==> config.mk <==
export PLATFORM = sky130hd
export DESIGN_NAME = mem_req_arbiter
export DESIGN_NICKNAME = d
export VERILOG_FILES = /design/src/rtl/mem_pkg.sv /design/src/rtl/rr_arbiter.sv /design/src/rtl/mem_req_arbiter.sv
export SDC_FILE = /design/constraint.sdc
export NUM_CORES = 1
export LEC_CHECK = 0
export ABC_AREA = 1
export ABC_CLOCK_PERIOD_IN_PS = 2080
export CAP_MARGIN = 5
export CORE_AREA = 4 4 316 318
export DETAILED_ROUTE_END_ITERATION = 8
export DIE_AREA = 0 0 320 322
export GPL_TIMING_DRIVEN = 0
export SYNTH_ARGS = -nofsm -noshare
export SYNTH_HDL_FRONTEND = slang
export SYNTH_HIERARCHICAL = 1
export SYNTH_SLANG_ARGS = --single-unit
==> constraint.sdc <==
create_clock -name clk -period 2.08 [get_ports clk]
set_clock_uncertainty 0.15 [all_clocks]
set_input_delay 0.208 -clock clk [delete_from_list [all_inputs] [get_ports clk]]
set_output_delay 0.208 -clock clk [all_outputs]
set_load 0.005 [all_outputs]
==> src/rtl/mem_pkg.sv <==
// mem_pkg: shared memory-port widths, arbiter state encoding and a clog2 helper
package mem_pkg;
  localparam int MEM_ADDR_BITS = 28;
  localparam int MEM_DATA_BITS = 128;
  localparam int MEM_TAG_BITS = 5;
  typedef enum logic [1:0] {IDLE, HOLD, WDATA} arb_state_e;
  function automatic int clog2(input int v);
    int r;
    r = 1;
    while ((1 << r) < v) r++;
    return r;
  endfunction
endpackage

==> src/rtl/rr_arbiter.sv <==
// rr_arbiter: picks the first set request at or after ptr, wrapping around
module rr_arbiter
  import mem_pkg::*;
#(
  parameter int N = 2,
  localparam int IW = clog2(N)
) (
  input  logic [N-1:0]  req,
  input  logic [IW-1:0] ptr,
  output logic [N-1:0]  grant,
  output logic [IW-1:0] idx,
  output logic          any
);
  function automatic logic [IW-1:0] wrap(input int v);
    return IW'(v % N);
  endfunction
  always_comb begin
    grant = '0;
    idx = '0;
    for (int k = N - 1; k >= 0; k--) begin
      if (req[wrap(int'(ptr) + k)]) begin
        idx = wrap(int'(ptr) + k);
        grant = N'(1) << idx;
      end
    end
  end
  assign any = |req;
endmodule

==> src/rtl/mem_req_arbiter.sv <==
// mem_req_arbiter: round-robin merge of client request channels onto one memory port,
// with write-burst locking, tag rewriting for response routing and per-client read limits
module mem_req_arbiter
  import mem_pkg::*;
#(
  parameter int NUM_CLIENTS = 2,
  parameter int ADDR_BITS = MEM_ADDR_BITS,
  parameter int DATA_BITS = MEM_DATA_BITS,
  parameter int TAG_BITS = MEM_TAG_BITS,
  parameter int DATA_BEATS = 4,
  parameter int MAX_OUTSTANDING = 4,
  localparam int ID_BITS = clog2(NUM_CLIENTS),
  localparam int CTAG_BITS = TAG_BITS - ID_BITS,
  localparam int MASK_BITS = DATA_BITS / 8,
  localparam int OFF_BITS = clog2(DATA_BEATS),
  localparam int CNT_BITS = clog2(MAX_OUTSTANDING + 1)
) (
  input  logic                             clk,
  input  logic                             reset,
  input  logic [NUM_CLIENTS-1:0]           cl_req_valid,
  output logic [NUM_CLIENTS-1:0]           cl_req_ready,
  input  logic [NUM_CLIENTS-1:0]           cl_req_rw,
  input  logic [NUM_CLIENTS*ADDR_BITS-1:0] cl_req_addr,
  input  logic [NUM_CLIENTS*CTAG_BITS-1:0] cl_req_tag,
  input  logic [NUM_CLIENTS-1:0]           cl_data_valid,
  output logic [NUM_CLIENTS-1:0]           cl_data_ready,
  input  logic [NUM_CLIENTS*DATA_BITS-1:0] cl_data_bits,
  input  logic [NUM_CLIENTS*MASK_BITS-1:0] cl_data_mask,
  output logic [NUM_CLIENTS-1:0]           cl_resp_valid,
  output logic [CTAG_BITS-1:0]             cl_resp_tag,
  output logic [DATA_BITS-1:0]             cl_resp_data,
  output logic                             mem_req_valid,
  input  logic                             mem_req_ready,
  output logic                             mem_req_rw,
  output logic [ADDR_BITS-1:0]             mem_req_addr,
  output logic [TAG_BITS-1:0]              mem_req_tag,
  output logic                             mem_req_data_valid,
  input  logic                             mem_req_data_ready,
  output logic [DATA_BITS-1:0]             mem_req_data_bits,
  output logic [MASK_BITS-1:0]             mem_req_data_mask,
  output logic [OFF_BITS-1:0]              mem_req_data_offset,
  input  logic                             mem_resp_valid,
  input  logic [TAG_BITS-1:0]              mem_resp_tag,
  input  logic [DATA_BITS-1:0]             mem_resp_data,
  output logic                             err_unexpected_resp
);
  arb_state_e state, state_n;
  logic [ID_BITS-1:0] rr_ptr, gnt, pick_idx, cur, rid;
  logic [OFF_BITS-1:0] beat;
  logic [NUM_CLIENTS-1:0] elig, pick_oh, resp_hit, req_ready;
  logic pick_any, req_v, acc, beat_v, beat_acc, last_beat, bad_resp, err;
  rr_arbiter #(.N(NUM_CLIENTS)) u_rr (
    .req(elig),
    .ptr(rr_ptr),
    .grant(pick_oh),
    .idx(pick_idx),
    .any(pick_any)
  );
  // HOLD keeps presenting the latched client so backpressure never reshuffles the grant
  assign cur = (state == HOLD) ? gnt : pick_idx;
  assign req_v = (state == IDLE) ? pick_any : (state == HOLD) && cl_req_valid[gnt];
  assign acc = req_v && mem_req_ready;
  assign req_ready = !acc ? '0 : (state == HOLD) ? NUM_CLIENTS'(1) << gnt : pick_oh;
  assign beat_v = (state == WDATA) && cl_data_valid[gnt];
  assign beat_acc = beat_v && mem_req_data_ready;
  assign last_beat = beat == OFF_BITS'(DATA_BEATS - 1);
  assign rid = mem_resp_tag[TAG_BITS-1 -: ID_BITS];
  assign bad_resp = mem_resp_valid && !(|resp_hit);
  for (genvar i = 0; i < NUM_CLIENTS; i++) begin : g_cl
    logic [CNT_BITS-1:0] cnt;
    logic inc;
    assign elig[i] = cl_req_valid[i] && (cl_req_rw[i] || cnt < CNT_BITS'(MAX_OUTSTANDING));
    assign resp_hit[i] = mem_resp_valid && rid == ID_BITS'(i) && cnt != '0;
    assign inc = acc && !cl_req_rw[cur] && cur == ID_BITS'(i);
    always_ff @(posedge clk or posedge reset) begin
      if (reset) cnt <= '0;
      else if (inc && !resp_hit[i] && cnt < CNT_BITS'(MAX_OUTSTANDING)) cnt <= cnt + 1'b1;
      else if (resp_hit[i] && !inc) cnt <= cnt - 1'b1;
    end
  end
  always_comb begin
    state_n = state;
    if (state == WDATA) state_n = (beat_acc && last_beat) ? IDLE : WDATA;
    else state_n = acc ? (cl_req_rw[cur] ? WDATA : IDLE) : req_v ? HOLD : IDLE;
  end
  always_ff @(posedge clk or posedge reset) begin
    if (reset) begin
      state <= IDLE;
      rr_ptr <= '0;
      gnt <= '0;
      beat <= '0;
      err <= 1'b0;
    end else begin
      state <= state_n;
      if (acc) rr_ptr <= (cur == ID_BITS'(NUM_CLIENTS - 1)) ? '0 : cur + 1'b1;
      if (state != WDATA) gnt <= cur;
      if (acc) beat <= '0;
      else if (beat_acc) beat <= beat + 1'b1;
      if (bad_resp) err <= 1'b1;
    end
  end
  assign cl_req_ready = reset ? '0 : req_ready;
  assign cl_data_ready = (reset || state != WDATA || !mem_req_data_ready) ? '0 : NUM_CLIENTS'(1) << gnt;
  assign cl_resp_valid = reset ? '0 : resp_hit;
  assign cl_resp_tag = reset ? '0 : mem_resp_tag[CTAG_BITS-1:0];
  assign cl_resp_data = reset ? '0 : mem_resp_data;
  assign mem_req_valid = !reset && req_v;
  assign mem_req_rw = !reset && cl_req_rw[cur];
  assign mem_req_addr = reset ? '0 : cl_req_addr[cur*ADDR_BITS +: ADDR_BITS];
  assign mem_req_tag = reset ? '0 : {cur, cl_req_tag[cur*CTAG_BITS +: CTAG_BITS]};
  assign mem_req_data_valid = !reset && beat_v;
  assign mem_req_data_bits = reset ? '0 : cl_data_bits[gnt*DATA_BITS +: DATA_BITS];
  assign mem_req_data_mask = reset ? '0 : cl_data_mask[gnt*MASK_BITS +: MASK_BITS];
  assign mem_req_data_offset = reset ? '0 : beat;
  assign err_unexpected_resp = err;
endmodule
**Run 1: cells colored by class**

Bar = 100 microns.
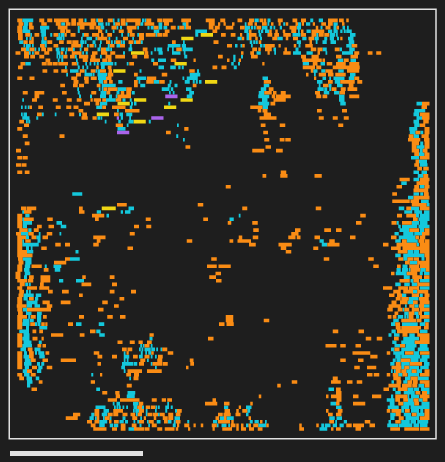
- sequential cells: yellow (cells 13)
- clock drivers and dummy loads: purple (cells 4)
- combinational and other logic: cyan (cells 909)
- remaining buffers and delay cells: orange (cells 1,052)
total core area: 96,600 sq um
final standard cell area without fillers: 19,600 sq um
sequential fraction of total cell area: 0.0169
share of the core filled with cells: 0.203

**Run 1: wiring by layer**

Bar = 100 microns. Only two layers are drawn.
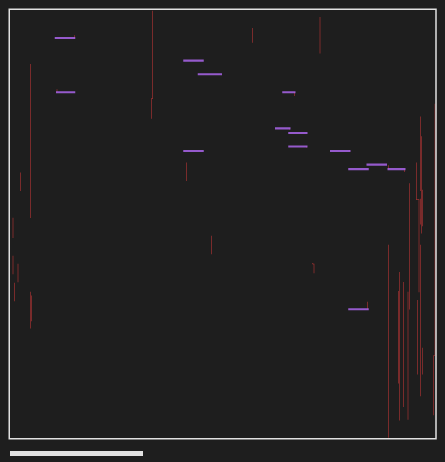
- metal 4: red (wire length 1,710 microns)
- metal 5: purple (wire length 182 microns)
per-cell routed wire length: 30.9 microns
routed wire length: 101,000 microns
GRT Resource Usage Total: 0.179

==> flow_summary.toml, run 1 <==
# implementation run metrics
[timing]
slew_viol_final = 0
setup_viol_count_final = 172
max_freq_ghz = 0.417
timing_worst_slew_pin_value_ns = 0.939
fin_ws_ns = -0.321

[logic_synthesis]
netlist.top_cell.by_area = "sky130_fd_sc_hd__nor2_1"
ys_types = 29
netlist_area_sq_um = 4430
top_cell_area_share = 0.422
yosys_warn_count = 6
netlist_top_cells_area = "sky130_fd_sc_hd__nor2_1 (42%), sky130_fd_sc_hd__o21ai_0 (21%), sky130_fd_sc_hd__inv_1 (13%)"

[pwr]
power_density_nw_per_um2 = 840
top_power_group = "combinational cells"
power.internal_mw = 8.33
totalPowerFinal_mw = 16.4

[layout]
numSequentialCells = 13
mi_logic_area_sq_um = 5860
layout.clock.cell_area_share = 0.00403
layout.filler_cells = 10698
layoutNonFillerInstCount = 3273
biggest_area_class = "non-clock buffers"
final.clkbuf_count = 4
layout_top_registers = "g_cl.cnt: 6 flops, beat: 2 flops, state: 2 flops"

[global_routing]
grt_remaining_overflow = 0
grt_pass1_vias = 10920
grt.met1_usage = 0.198
grt_start_max_net_pins = 23
first_pass_grt_wire_length_microns = 120000

[detailed_routing]
drt.antenna.violating_nets = 0
m1WireLength_microns = 38400
drt-vias-per-instance = 3.31

[critical_path]
worst_r2r_startpoint = "g_cl[0].cnt[2]"
rrSetupSlack_ns = -0.30
cpPeakStageDelay_ns = 0.52
critical_path.slowest_cell = "sky130_fd_sc_hd__clkdlybuf4s50_1"
critPathRequiredTime_ns = 1.72

[floorplanning]
boundaryPins = 817
row_count = 114

[hold_path]
min_delay_worst_endpoint = "err_unexpected_resp"
min-delay-path-class = "primary input to register"

[status]
failing_checks = "negative setup slack"
status = "finished, violations left"

[clocking]
post_cts_repair_timing_setup_buffer_count = 93
worst_skew_pair.late_latency_ns = 0.26

[place]
placement.cell_area_sq_um = 14200
pre_cts_slack_ns = -2.32
portBuffers = 815
**Run 1: register map, names as in the netlist**

Bar = 100 microns. Other sequential cells in the stronger gray, the rest of the logic in the fainter gray.
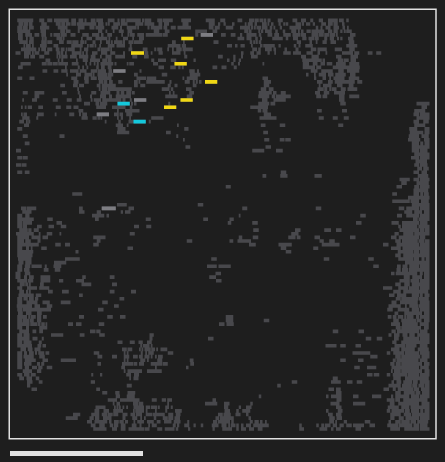
- `beat`: cyan (placed flops 2)
- `g_cl.cnt`: yellow (placed flops 6; where north)
power in sequential cells: 526 uW
Flop area: 330 sq um

**Run 1: gate-type map**

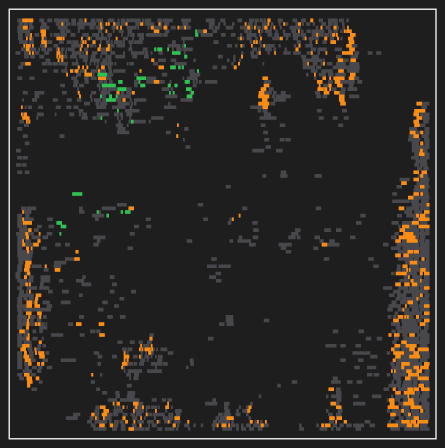

==> run 2, diff against run 1 <==
Settings changed: CORE_AREA 4 4 316 318 to 4 4 314 316, DIE_AREA 0 0 320 322 to 0 0 318 320, SLEW_MARGIN from default to 20, SYNTH_HIERARCHICAL 1 to default.
**Run 2: gate-type map**

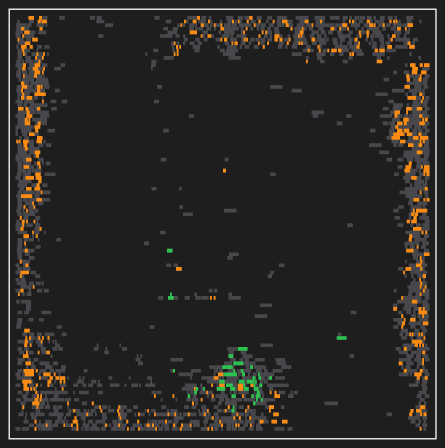
- nor cells: orange (cells 506; most used nor2_1; where all over the die)
- nand cells: green (cells 52; most used nand2_1; where south)
multi-input combinational area share: 0.277
Commonest Layout Cell: sky130_fd_sc_hd__clkdlybuf4s50_1
final cell count without fillers: 3,216

**Run 2: cells colored by class**

Bar = 100 microns.
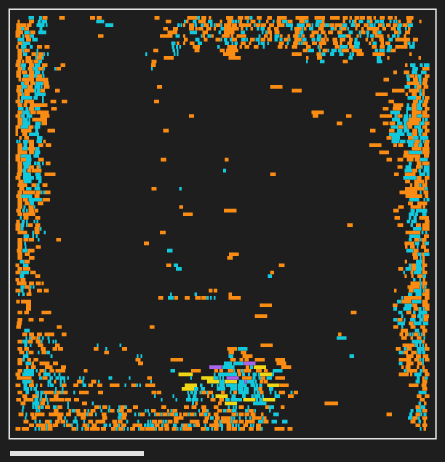
sequential fraction of total cell area: 0.0186
final standard cell area without fillers: 17,700 sq um
share of the core filled with cells: 0.184

==> flow_summary.toml, run 2 <==
# implementation run metrics
[logic_synthesis]
netlist_top_cells_area = "sky130_fd_sc_hd__nor2_1 (43%), sky130_fd_sc_hd__o21ai_0 (21%), sky130_fd_sc_hd__inv_1 (13%)"
yosys_warn_count = 0
netlist_area_sq_um = 4390
netlist.top_cell.by_area = "sky130_fd_sc_hd__nor2_1"
top_cell_area_share = 0.428

[status]
failing_checks = "negative setup slack"
status = "finished, violations left"

[critical_path]
critical_path.slowest_cell = "sky130_fd_sc_hd__dfrtp_4"
rrSetupSlack_ns = -0.14
cpPeakStageDelay_ns = 0.52

[place]
portBuffers = 815

[layout]
biggest_area_class = "non-clock buffers"
layout.filler_cells = 10845
flop_area_sq_um = 329
numSequentialCells = 13
mi_logic_area_sq_um = 4900

[pwr]
totalPowerFinal_mw = 12.3
pg_seq_uw = 487
power.internal_mw = 6.52

[global_routing]
grt_remaining_overflow = 0
grtUsageTotal = 0.136
grt.met1_usage = 0.168
grt_start_max_net_pins = 23

[hold_path]
min-delay-path-class = "register to register"

[detailed_routing]
drt-vias-per-instance = 3.22
m1WireLength_microns = 30900
wire_per_inst_microns = 23.1
totalWireLength_microns = 74300

[timing]
slew_viol_final = 0
setup_viol_count_final = 96
timing_worst_slew_pin_value_ns = 0.746
fin_ws_ns = -0.170

[floorplanning]
row_count = 114
core_area_sq_um = 96000

[clocking]
post_cts_repair_timing_setup_buffer_count = 76
Power is estimated from default activity; no workload was simulated.
